===== src/rtl/cpu_trace_pkg.sv =====
// cpu_trace_pkg: shared types and helpers for the CPU trace monitor.
// Holds state encoding, entry layout offsets/width and signature seed.
package cpu_trace_pkg;

  typedef enum logic [1:0] {
    S_IDLE    = 2'd0,
    S_RUN     = 2'd1,
    S_HALTED  = 2'd2,
    S_TIMEOUT = 2'd3
  } state_t;

  localparam logic [15:0] SIG_SEED = 16'hFFFF;

  localparam int FLAGS_W = 4;

  // Entry = {pc, flags, wb_en, wb_addr, wb_data}, wb_data at bit 0.
  function automatic int off_wb_addr(int data_w);
    return data_w;
  endfunction

  function automatic int off_wb_en(int data_w, int raddr_w);
    return data_w + raddr_w;
  endfunction

  function automatic int off_flags(int data_w, int raddr_w);
    return data_w + raddr_w + 1;
  endfunction

  function automatic int off_pc(int data_w, int raddr_w);
    return data_w + raddr_w + 1 + FLAGS_W;
  endfunction

  function automatic int entry_w(int pc_w, int raddr_w, int data_w);
    return pc_w + FLAGS_W + 1 + raddr_w + data_w;
  endfunction

endpackage


===== src/rtl/cpu_trace_monitor_ram.sv =====
// trace_ram: DEPTH x WIDTH storage, sync write port, sync read port.
// Ports: clk, we/waddr/wdata write side, re/raddr/rdata read side.
module trace_ram #(
  parameter int DEPTH = 16,
  parameter int WIDTH = 32,
  localparam int AW = $clog2(DEPTH)
) (
  input  logic             clk,
  input  logic             we,
  input  logic [AW-1:0]    waddr,
  input  logic [WIDTH-1:0] wdata,
  input  logic             re,
  input  logic [AW-1:0]    raddr,
  output logic [WIDTH-1:0] rdata
);

  logic [WIDTH-1:0] mem [DEPTH];

  // Read-before-write: a same-edge write to raddr is not visible.
  always_ff @(posedge clk) begin
    if (we) mem[waddr] <= wdata;
    if (re) rdata <= mem[raddr];
  end

endmodule


===== src/rtl/cpu_trace_monitor.sv =====
// cpu_trace_monitor: retirement trace buffer with halt/timeout detect.
// Ports: clk, reset(n), trace_en, pc/pc_en/done/flags/wb_*, rd_req/rd_idx
// in; rd_valid/rd_data, entry_count, wrapped, halted, timeout,
// cycle_count out; sig out when TRACE_SIGNATURE_EN is defined.
module cpu_trace_monitor
  import cpu_trace_pkg::*;
#(
  parameter int DATA_W         = 8,
  parameter int PC_W           = 16,
  parameter int RADDR_W        = 3,
  parameter int DEPTH          = 16,
  parameter int HALT_REPEAT    = 4,
  parameter int TIMEOUT_CYCLES = 300,
  localparam int PTR_W   = $clog2(DEPTH),
  localparam int CNT_W   = PTR_W + 1,
  localparam int ENTRY_W = entry_w(PC_W, RADDR_W, DATA_W)
) (
  input  logic               clk,
  input  logic               reset,
  input  logic               trace_en,
  input  logic [PC_W-1:0]    pc,
  input  logic               pc_en,
  input  logic               done,
  input  logic [3:0]         flags,
  input  logic               wb_en,
  input  logic [RADDR_W-1:0] wb_addr,
  input  logic [DATA_W-1:0]  wb_data,
  input  logic               rd_req,
  input  logic [PTR_W-1:0]   rd_idx,
  output logic               rd_valid,
  output logic [ENTRY_W-1:0] rd_data,
  output logic [CNT_W-1:0]   entry_count,
  output logic               wrapped,
  output logic               halted,
  output logic               timeout,
  output logic [31:0]        cycle_count
`ifdef TRACE_SIGNATURE_EN
  ,
  output logic [15:0]        sig
`endif
);

  localparam int RW = $clog2(HALT_REPEAT + 1);

  state_t             state;
  logic [PTR_W-1:0]   wr_ptr;
  logic [RW-1:0]      rep_cnt;
  logic [PC_W-1:0]    prev_pc;
  logic               rd_hit;

  logic [ENTRY_W-1:0] entry;
  logic [ENTRY_W-1:0] ram_q;
  logic [PTR_W-1:0]   rd_phys;
  logic [RW-1:0]      rep_nxt;
  logic               run;
  logic               cap;
  logic               full;
  logic               same_pc;
  logic               halt_hit;
  logic               tmo_hit;

  assign entry = {pc, flags, wb_en, wb_addr, wb_data};
  assign run   = state == S_RUN;
  assign cap   = run && pc_en;
  assign full  = entry_count == CNT_W'(DEPTH);

  // rep_cnt == 0 means no retirement seen yet, so nothing to compare.
  assign same_pc = (rep_cnt != '0) && (pc == prev_pc);
  assign rep_nxt = same_pc ? rep_cnt + 1'b1 : RW'(1);

  assign halt_hit = run && (done ||
    (pc_en && rep_nxt == RW'(HALT_REPEAT)));
  assign tmo_hit = run && !halt_hit &&
    cycle_count == 32'(TIMEOUT_CYCLES - 1);

  // Oldest entry sits entry_count slots behind the write pointer.
  assign rd_phys = wr_ptr - entry_count[PTR_W-1:0] + rd_idx;

  trace_ram #(
    .DEPTH (DEPTH),
    .WIDTH (ENTRY_W)
  ) u_ram (
    .clk   (clk),
    .we    (cap),
    .waddr (wr_ptr),
    .wdata (entry),
    .re    (rd_req),
    .raddr (rd_phys),
    .rdata (ram_q)
  );

  assign rd_data = rd_hit ? ram_q : '0;

  always_ff @(posedge clk or negedge reset) begin
    if (!reset) begin
      state       <= S_IDLE;
      wr_ptr      <= '0;
      entry_count <= '0;
      rep_cnt     <= '0;
      prev_pc     <= '0;
      wrapped     <= 1'b0;
      halted      <= 1'b0;
      timeout     <= 1'b0;
      cycle_count <= '0;
      rd_valid    <= 1'b0;
      rd_hit      <= 1'b0;
    end else begin
      rd_valid <= rd_req;
      rd_hit   <= rd_req &&
        (CNT_W'(rd_idx) < entry_count);

      if (run && cycle_count != '1)
        cycle_count <= cycle_count + 1'b1;

      if (cap) begin
        wr_ptr  <= wr_ptr + 1'b1;
        rep_cnt <= rep_nxt;
        prev_pc <= pc;
        if (full) wrapped <= 1'b1;
        else entry_count <= entry_count + 1'b1;
      end

      unique case (state)
        S_IDLE: begin
          if (trace_en) state <= S_RUN;
        end
        S_RUN: begin
          if (halt_hit) begin
            state  <= S_HALTED;
            halted <= 1'b1;
          end else if (tmo_hit) begin
            state   <= S_TIMEOUT;
            timeout <= 1'b1;
          end else if (!trace_en) begin
            state <= S_IDLE;
          end
        end
        S_HALTED, S_TIMEOUT: ;
      endcase
    end
  end

`ifdef TRACE_SIGNATURE_EN
  // Captures only happen in RUN, so sig freezes once terminal.
  always_ff @(posedge clk or negedge reset) begin
    if (!reset) sig <= SIG_SEED;
    else if (cap)
      sig <= {sig[14:0], sig[15]} ^ entry[15:0];
  end
`endif

endmodule


===== config.mk =====
export PLATFORM = sky130hd
export DESIGN_NAME = cpu_trace_monitor
export DESIGN_NICKNAME = d
export VERILOG_FILES = /design/src/rtl/cpu_trace_pkg.sv /design/src/rtl/cpu_trace_monitor_ram.sv /design/src/rtl/cpu_trace_monitor.sv
export SDC_FILE = /design/constraint.sdc
export NUM_CORES = 1
export LEC_CHECK = 0
export CAP_MARGIN = 5
export CORE_ASPECT_RATIO = 0.8
export CORE_MARGIN = 2
export CORE_UTILIZATION = 30
export CTS_CLUSTER_SIZE = 28
export DETAILED_ROUTE_END_ITERATION = 8
export GPL_TIMING_DRIVEN = 0
export PLACE_DENSITY = 0.48
export SLEW_MARGIN = 20
export SYNTH_ARGS = -nofsm -noshare
export SYNTH_HDL_FRONTEND = slang
export SYNTH_SLANG_ARGS = --single-unit

===== constraint.sdc =====
create_clock -name clk -period 3.71 [get_ports clk]
set_input_delay 0.742 -clock clk [delete_from_list [all_inputs] [get_ports clk]]
set_output_delay 0.742 -clock clk [all_outputs]
set_load 0.02 [all_outputs]

==> notes.md, run 1 <==
flow finished, numbers: CP Data Required Time 4.07 ns, Largest register FFs 512, latest clock arrival within the worst-skew pair 0.63 ns, n_diodes 0, post-detail-place hpwl 39170 um, instance count along the most critical hold path 1, worst setup margin 0.07879 ns, Post-Synth Simple-Gate Area 4.566%, group drawing the most power registers, Worst Hold Class reg -> reg, Syn Nets 1209, mean number of vias per cell 4.837, Biggest Area Class sequential cells, number of cell rows 92, part of the power in combinational logic 5.7%, core utilization at floorplan 30.40%, Async SR Flop Fraction 10.97%, register share after synthesis 75.03%, number of max-cap violations 0, commonest register cell after synthesis sky130_fd_sc_hd__edfxtp_1, number of nets still failing antenna checks after routing 0, total via count in the routed design 11820, Tool Warnings 31, clock tree sinks 611, final period demand of the worst path 3.631 ns, met2 Use GR 22.78%, root buffer selected by CTS sky130_fd_sc_hd__clkbuf_16, endpoint kind of the worst setup timing path flip-flop, cell count of the worst reg-to-reg path 7, layout buffer count excluding clock buffers 201, final tally of setup violations 0, and-or/or-and share of the synthesized area 0.8912%, overall power 14.49 mW, share of final layout cell area taken by clock buffers and inverters 6.572%, Sw Ratio 21.09%, count of mapped cells out of synthesis 1148, cell type with the largest total area sky130_fd_sc_hd__edfxtp_1, total sequential power 7.58 mW, power share of the clock group 42.0%, Achievable Freq 0.2754 GHz, most flop-heavy register u_ram.mem, number of antenna violations at the first check in global routing 2, setup slack at placement -1.672 ns, number of nets in the layout 1426, Non-Filler Cell Area, Final 0.02945 mm2, critical-path cell list clkdlybuf4s50_1, inv_1, fa_1, fa_1, clkbuf_4, clkbuf_4, mux4_2, mux4_2, total cell area reported by yosys after synthesis 0.02401 mm2, maximum buffer depth of the clock tree 3, number of placed I/O pins 115, Psw 3.056 mW, transition time at the pin with the least slew margin 0.9058 ns, Largest stage delay, worst path 0.63 ns, number of non-clock inverters in the layout 21, most frequently used cell type in the post-synthesis netlist sky130_fd_sc_hd__edfxtp_1, portion of netlist area occupied by mux cells 15.10%, count of input and output buffers 114, Hold Crit Start wrapped$_DFFE_PN0P_, share of the synthesized area in the top cell type 68.05%, combined area of all synthesized cells 0.02401 mm2, Endpoint, Worst Hold wrapped$_DFFE_PN0P_, total number of cells along the worst setup path 8, worst reg-to-reg setup slack 0.27 ns, post-synthesis to final-layout area growth 22.68%, CP Launch Type primary input, fraction of layout instances using a drive strength above 1 24.98%, most used logic cell in the final layout sky130_fd_sc_hd__edfxtp_1, GRT Util Overall 14.77%, Critical path buffers and inverters 4, share of power burned in registers 52.3%, Post-CTS Setup Repair Bufs 0, final cycle utilization of the critical path 97.88%, largest driver fanout on the critical path 10, number of levels in the clock H-tree 2, outcome completed, Max transition margin 39.43%, wire length of the first global-routing pass 87510 um, router iterations before antenna repair 7, cell internal pwr 11.43 mW, met3 wire length 3251 um, Yosys Instances 1148, Top cells by area sky130_fd_sc_hd__edfxtp_1 68%, sky130_fd_sc_hd__mux4_2 15%, sky130_fd_sc_hd__dfrtp_1 7.0%, unrepaired setup endpoints after global routing false, count of library flops with an enable pin 544, tap cells 1034, library cell contributing the largest single delay on the critical path sky130_fd_sc_hd__fa_1, Filler cells 7217, clkbuf count 80, global-route congestion overflow total 0, Final Hold Violating Endpoints 0, final weighted congestion of routability-driven global placement 0.7140, mean instance size in the synthesized netlist 20.91 um2, number of global-route vias before repair 12400, worst-case hold slack 0.4604 ns, critical path class in -> reg, area of placed instances 0.02744 mm2, combined area of the multi-input logic cells 0.005831 mm2, Cells after DPL 2336, dominant kind of combinational cell multiplexers, clock skew after layout 0.01553 ns, end of the worst register-to-register path u_ram.rdata[23]$_DFFE_PP_, cell type group with the largest total delay on the critical path buffers and inverters, Critical Path AT 3.99 ns, biggest registers after layout u_ram.mem x512, cycle_count x32, u_ram.rdata x32, Yosys warning total 0, Comb/total area 19.80%, Synth Area in XOR/XNOR 2.080%, combinational power 827 uW, Sequential cell area 0.01801 mm2, cell resize tally after clock tree synthesis 35, worst setup path startpoint rd_idx[1], multi-input gates 469, sequential cells 611, Die Outline Area 0.08232 mm2, share of the final layout cell area in sequential cells 61.16%, setup total negative slack 0 ns, Routed wire per std cell 24.57 um, Iteration-0 DRC Markers 1198, post-synthesis cell type count 49, final standard cell count with taps included and fillers excluded 2443, Reg2Reg Launch Point wr_ptr[1]$_DFFE_PN0P_, commonest cells after routing, fill and taps aside 544 x sky130_fd_sc_hd__edfxtp_1, 160 x sky130_fd_sc_hd__mux4_2, 112 x sky130_fd_sc_hd__clkdlybuf4s50_1, most heavily used metal layer in global routing met2, CTS tree yes, Critical Path Sink u_ram.rdata[23]$_DFFE_PP_, clock-pin slew on the worst setup and hold paths 0.06 ns, Pins Over Slew Limit 0, routed metal-1 wire length 28090 um, most used standard cells in the synthesized netlist 544 x sky130_fd_sc_hd__edfxtp_1, 160 x sky130_fd_sc_hd__mux4_2, 72 x sky130_fd_sc_hd__nand2_1, number of synthesized register bits 611, residual DRC count 0, met1 track demand over resource 21.61%, Top Metal Used met4, pwr dens 491.9 mW/mm2, final core area utilization 37.30%, standby leakage power 9.791 nW, adder and majority gate portion of the synthesized area 1.084%, detailed route wirelength on metal2 27580 um, number of buffers inserted for hold repair after clock tree synthesis 1, largest net degree at the start of global routing 54
Run 1, supply network:
Bar = 100 um. Pins as bars on the die edge.
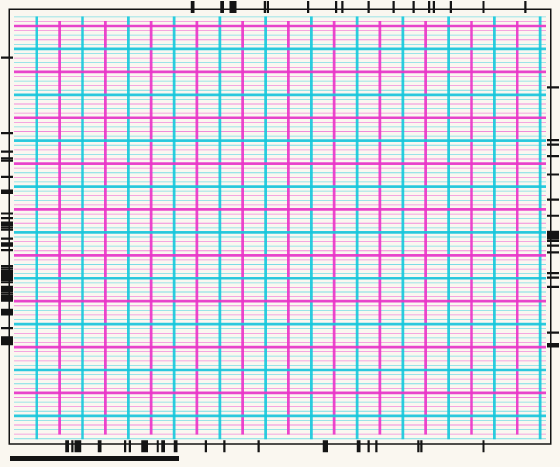
[cyan] VSS
[magenta] VDD
met1 rails: 93
met4 straps: 23
signal pins: 115
rows: 92
Max VDD drop: 0.3924 mV
width of the chip: 320.3 um
floorplan core area: 0.07897 mm2
die boundary height: 257.0 um

Run 1, the clock network:
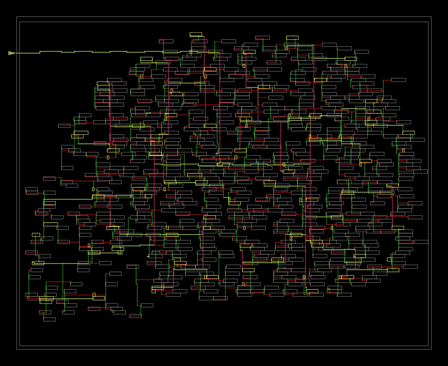
CTS buffer count: 61
power drawn by the clock network: 6.08 mW

Run 1, the metal 3 layer:
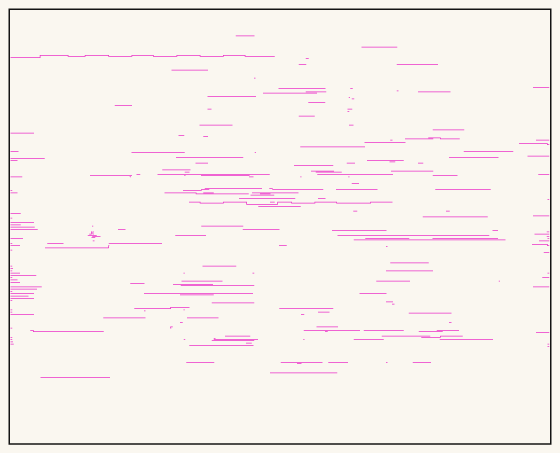
wire length on this layer: 3250 um
nets with wire on the layer: 139
longest straight run: 89.7 um
Post-Route WL: 60030 um
met3 routing resource usage after global routing: 2.825%

Run 1, signal wires by layer:
Bar = 100 um. Two of the layers only.
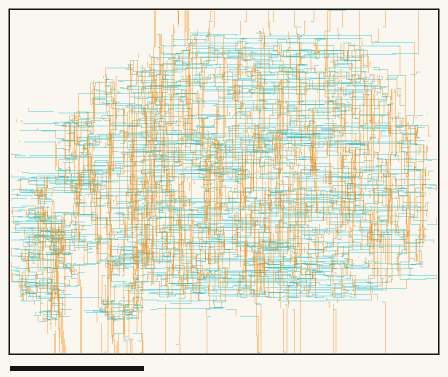
[orange] metal 2 | wire length: 27.6 mm
[cyan] metal 1 | wire length: 28.1 mm

## Run 2: what changed since run 1
--- a/config.mk
+++ b/config.mk
@@ -5,6 +5,7 @@
 export SDC_FILE = /design/constraint.sdc
 export NUM_CORES = 1
 export LEC_CHECK = 0
+export ABC_AREA = 1
 export CAP_MARGIN = 5
 export CORE_ASPECT_RATIO = 0.8
 export CORE_MARGIN = 2
==> run 2 against run 1 <==
Effect of this change: via count grew 37%; power grew 6.9%; clock power grew 12%; register-to-register slack gained 0.03 ns; clock skew grew 0.0083 ns; highest routed layer is now met5; largest cell class unchanged.
==> notes.md, run 2 <==
flow finished, numbers: outcome completed, and-or/or-and share of the synthesized area 9.102%, maximum buffer depth of the clock tree 3, total number of cells along the worst setup path 10, setup total negative slack 0 ns, final tally of setup violations 0, count of input and output buffers 114, Achievable Freq 0.2763 GHz, root buffer selected by CTS sky130_fd_sc_hd__clkbuf_16, Iteration-0 DRC Markers 1622, post-synthesis to final-layout area growth 21.60%, count of mapped cells out of synthesis 1968, CTS tree yes, worst setup margin 0.09091 ns, n_diodes 0, dominant kind of combinational cell simple AND/OR/NAND/NOR gates, unrepaired setup endpoints after global routing true, post-synthesis cell type count 35, Critical Path Sink u_ram.rdata[8]$_DFFE_PP_, Post-Synth Simple-Gate Area 10.41%, final standard cell count with taps included and fillers excluded 3327, number of levels in the clock H-tree 3, Post-Route WL 74120 um, Top cells by area sky130_fd_sc_hd__edfxtp_1 65%, sky130_fd_sc_hd__dfrtp_1 6.7%, sky130_fd_sc_hd__nand2_1 4.9%, share of final layout cell area taken by clock buffers and inverters 7.224%, count of library flops with an enable pin 544, commonest cells after routing, fill and taps aside 544 x sky130_fd_sc_hd__edfxtp_1, 331 x sky130_fd_sc_hd__nand2_1, 245 x sky130_fd_sc_hd__nor2_1, number of global-route vias before repair 16390, Yosys Instances 1968, post-detail-place hpwl 49770 um, number of nets in the layout 2232, residual DRC count 0, setup slack at placement -1.319 ns, worst reg-to-reg setup slack 0.30 ns, most flop-heavy register u_ram.mem, combinational power 1.08 mW, Sw Ratio 22.96%, mean instance size in the synthesized netlist 12.78 um2, Sequential cell area 0.01801 mm2, area of placed instances 0.02829 mm2, cell count of the worst reg-to-reg path 11, final cycle utilization of the critical path 97.55%, Yosys warning total 0, endpoint kind of the worst setup timing path flip-flop, end of the worst register-to-register path u_ram.rdata[8]$_DFFE_PP_, Max VDD drop 0.2727 mV, total cell area reported by yosys after synthesis 0.02516 mm2, Critical Path AT 3.93 ns, part of the power in combinational logic 7.0%, share of the synthesized area in the top cell type 64.94%, global-route congestion overflow total 0, number of antenna violations at the first check in global routing 6, Worst Hold Class in -> async, group drawing the most power registers, width of the chip 327.8 um, cell internal pwr 11.93 mW, adder and majority gate portion of the synthesized area 1.035%, multi-input gates 1139, share of the final layout cell area in sequential cells 58.89%, critical path class in -> reg, die boundary height 263 um, combined area of the multi-input logic cells 0.006357 mm2, worst setup path startpoint rd_idx[1], met2 Use GR 27.10%, Synth Area in XOR/XNOR 1.597%, largest net degree at the start of global routing 45, total sequential power 7.59 mW, Final Hold Violating Endpoints 0, number of buffers inserted for hold repair after clock tree synthesis 0, largest driver fanout on the critical path 10, number of max-cap violations 0, share of power burned in registers 49.0%, final weighted congestion of routability-driven global placement 0.8448, final period demand of the worst path 3.619 ns, router iterations before antenna repair 5, register share after synthesis 71.60%, Largest register FFs 512, Syn Nets 2029, Psw 3.555 mW, clock skew after layout 0.02387 ns, clock-pin slew on the worst setup and hold paths 0.06 ns, number of nets still failing antenna checks after routing 0, mean number of vias per cell 4.879, Largest stage delay, worst path 0.53 ns, power share of the clock group 44.0%, library cell contributing the largest single delay on the critical path sky130_fd_sc_hd__fa_1, cell type with the largest total area sky130_fd_sc_hd__edfxtp_1, clkbuf count 87, Async SR Flop Fraction 10.97%, Tool Warnings 32, Die Outline Area 0.08620 mm2, Comb/total area 20.78%, Non-Filler Cell Area, Final 0.03059 mm2, routed metal-1 wire length 34440 um, number of cell rows 94, layout buffer count excluding clock buffers 241, pwr dens 506.2 mW/mm2, biggest registers after layout u_ram.mem x512, cycle_count x32, u_ram.rdata x32, critical-path cell list clkdlybuf4s50_1, inv_1, fa_1, fa_2, xor2_2, buf_6, clkbuf_1, o221ai_1, o311ai_1, nand2_1, number of synthesized register bits 611, portion of netlist area occupied by mux cells 2.547%, cell type group with the largest total delay on the critical path buffers and inverters, Critical path buffers and inverters 4, combined area of all synthesized cells 0.02516 mm2, transition time at the pin with the least slew margin 0.9330 ns, CP Launch Type primary input, met3 wire length 4315 um, most used standard cells in the synthesized netlist 544 x sky130_fd_sc_hd__edfxtp_1, 331 x sky130_fd_sc_hd__nand2_1, 261 x sky130_fd_sc_hd__nor2_1, total via count in the routed design 16230, Biggest Area Class sequential cells, wire length of the first global-routing pass 109500 um, CP Data Required Time 4.02 ns, Top Metal Used met5, core utilization at floorplan 30.42%, cell resize tally after clock tree synthesis 33, floorplan core area 0.08268 mm2, Reg2Reg Launch Point wr_ptr[0]$_DFFE_PN0P_, most frequently used cell type in the post-synthesis netlist sky130_fd_sc_hd__edfxtp_1, detailed route wirelength on metal2 33750 um, final core area utilization 36.99%, fraction of layout instances using a drive strength above 1 10.03%, worst-case hold slack 0.06100 ns, Max transition margin 37.61%, GRT Util Overall 17.19%, Post-CTS Setup Repair Bufs 0, number of non-clock inverters in the layout 111, Filler cells 7905, standby leakage power 10.90 nW, met3 routing resource usage after global routing 3.737%, most used logic cell in the final layout sky130_fd_sc_hd__edfxtp_1, Cells after DPL 3206, overall power 15.48 mW, Pins Over Slew Limit 0, met1 track demand over resource 24.23%, Routed wire per std cell 22.28 um, commonest register cell after synthesis sky130_fd_sc_hd__edfxtp_1, most heavily used metal layer in global routing met2, number of placed I/O pins 115, tap cells 1104
Run 2, the clock network:
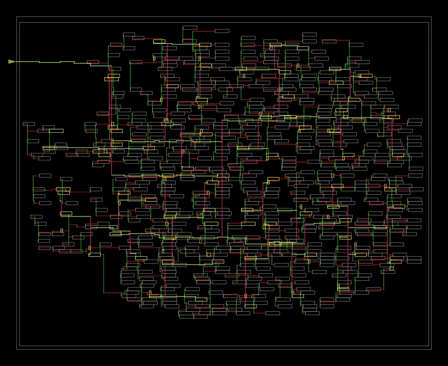
power drawn by the clock network: 6.81 mW
CTS buffer count: 67
latest clock arrival within the worst-skew pair: 0.61 ns
clock tree sinks: 611
sequential cells: 611

Run 2, the metal 3 layer:
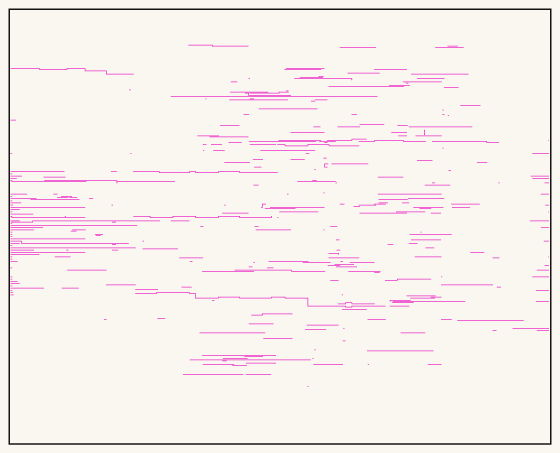
share of all routed wire: 5.8%
nets with wire on the layer: 191
longest straight run: 125 um

## Run 3: what changed since run 2
--- a/config.mk
+++ b/config.mk
@@ -13,7 +13,7 @@
 export CTS_CLUSTER_SIZE = 28
 export DETAILED_ROUTE_END_ITERATION = 8
 export GPL_TIMING_DRIVEN = 0
-export PLACE_DENSITY = 0.48
+export PLACE_DENSITY = 0.46
 export SLEW_MARGIN = 20
 export SYNTH_ARGS = -nofsm -noshare
 export SYNTH_HDL_FRONTEND = slang
==> constraint.sdc (replaced) <==
create_clock -name clk -period 3.78 [get_ports clk]
set_input_delay 0.756 -clock clk [delete_from_list [all_inputs] [get_ports clk]]
set_output_delay 0.756 -clock clk [all_outputs]
set_load 0.02 [all_outputs]
==> run 3 against run 2 <==
Effect of this change: sequential cell count unchanged; sequential power shrank 2%; power shrank 2.9%; synthesized cell count stayed put; count of clock-buffer cells in the layout decreased by 6; critical endpoint is now u_ram.rdata[31]$_DFFE_PP_; worst hold slack improved by 0.030 ns; first-iteration DRC count shrank 17%; combinational power about the same; design area down 0.40%; cell count about the same; largest cell class unchanged; sequential share of layout area grew 0.23 points.
==> notes.md, run 3 <==
flow finished, numbers: Iteration-0 DRC Markers 1343, most heavily used metal layer in global routing met2, most used logic cell in the final layout sky130_fd_sc_hd__edfxtp_1, count of library flops with an enable pin 544, router iterations before antenna repair 7, floorplan core area 0.08268 mm2, combined area of the multi-input logic cells 0.006366 mm2, end of the worst register-to-register path u_ram.rdata[31]$_DFFE_PP_, layout buffer count excluding clock buffers 241, die boundary height 263 um, final core area utilization 36.85%, library cell contributing the largest single delay on the critical path sky130_fd_sc_hd__fa_2, core utilization at floorplan 30.42%, Filler cells 7924, commonest cells after routing, fill and taps aside 544 x sky130_fd_sc_hd__edfxtp_1, 331 x sky130_fd_sc_hd__nand2_1, 245 x sky130_fd_sc_hd__nor2_1, Final Hold Violating Endpoints 0, commonest register cell after synthesis sky130_fd_sc_hd__edfxtp_1, combinational power 1.07 mW, Reg2Reg Launch Point wr_ptr[1]$_DFFE_PN0P_, and-or/or-and share of the synthesized area 9.102%, sequential cells 611, endpoint kind of the worst setup timing path flip-flop, Syn Nets 2029, routed metal-1 wire length 32930 um, count of input and output buffers 114, worst setup margin 0.09985 ns, critical path class in -> reg, outcome completed, residual DRC count 0, final period demand of the worst path 3.680 ns, Yosys warning total 0, Max transition margin 41.74%, largest driver fanout on the critical path 10, largest net degree at the start of global routing 40, Largest register FFs 512, met1 track demand over resource 23.32%, adder and majority gate portion of the synthesized area 1.035%, clock-pin slew on the worst setup and hold paths 0.06 ns, Die Outline Area 0.08620 mm2, share of final layout cell area taken by clock buffers and inverters 7.125%, cell count of the worst reg-to-reg path 8, Max VDD drop 0.3293 mV, final tally of setup violations 0, register share after synthesis 71.60%, share of the final layout cell area in sequential cells 59.13%, width of the chip 327.8 um, area of placed instances 0.02817 mm2, most frequently used cell type in the post-synthesis netlist sky130_fd_sc_hd__edfxtp_1, total number of cells along the worst setup path 9, standby leakage power 10.85 nW, multi-input gates 1139, critical-path cell list clkdlybuf4s50_1, inv_1, fa_1, fa_2, clkbuf_4, clkbuf_2, a21oi_1, o311ai_0, nand2_1, part of the power in combinational logic 7.1%, global-route congestion overflow total 0, most used standard cells in the synthesized netlist 544 x sky130_fd_sc_hd__edfxtp_1, 331 x sky130_fd_sc_hd__nand2_1, 261 x sky130_fd_sc_hd__nor2_1, CP Data Required Time 4.12 ns, Pins Over Slew Limit 0, worst-case hold slack 0.09067 ns, number of levels in the clock H-tree 3, number of nets still failing antenna checks after routing 0, dominant kind of combinational cell simple AND/OR/NAND/NOR gates, Achievable Freq 0.2717 GHz, Yosys Instances 1968, share of the synthesized area in the top cell type 64.94%, Worst Hold Class in -> async, unrepaired setup endpoints after global routing false, Cells after DPL 3203, power share of the clock group 43.3%, final standard cell count with taps included and fillers excluded 3326, post-synthesis cell type count 35, tap cells 1104, Sw Ratio 22.91%, cell type with the largest total area sky130_fd_sc_hd__edfxtp_1, Biggest Area Class sequential cells, Post-Synth Simple-Gate Area 10.41%, combined area of all synthesized cells 0.02516 mm2, Critical Path AT 4.02 ns, worst setup path startpoint rd_idx[1]
Run 3, signal wires on met2:
Bar = 100 um.
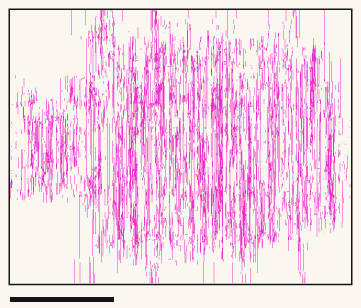
wire length on this layer: 34.4 mm
longest straight run: 105 um
met2 Use GR: 27.75%
Post-Route WL: 73100 um
total via count in the routed design: 16070

Run 3, the clock network:
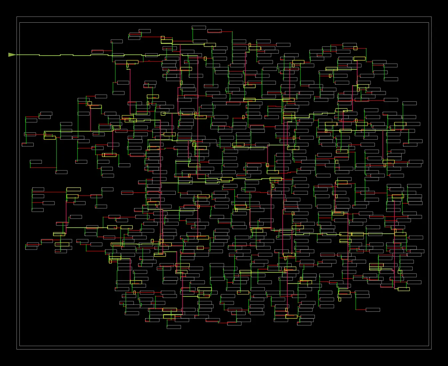
clock skew after layout: 0.02434 ns
latest clock arrival within the worst-skew pair: 0.60 ns
power drawn by the clock network: 6.51 mW
clkbuf count: 81

Power and IR drop assume default switching activity.
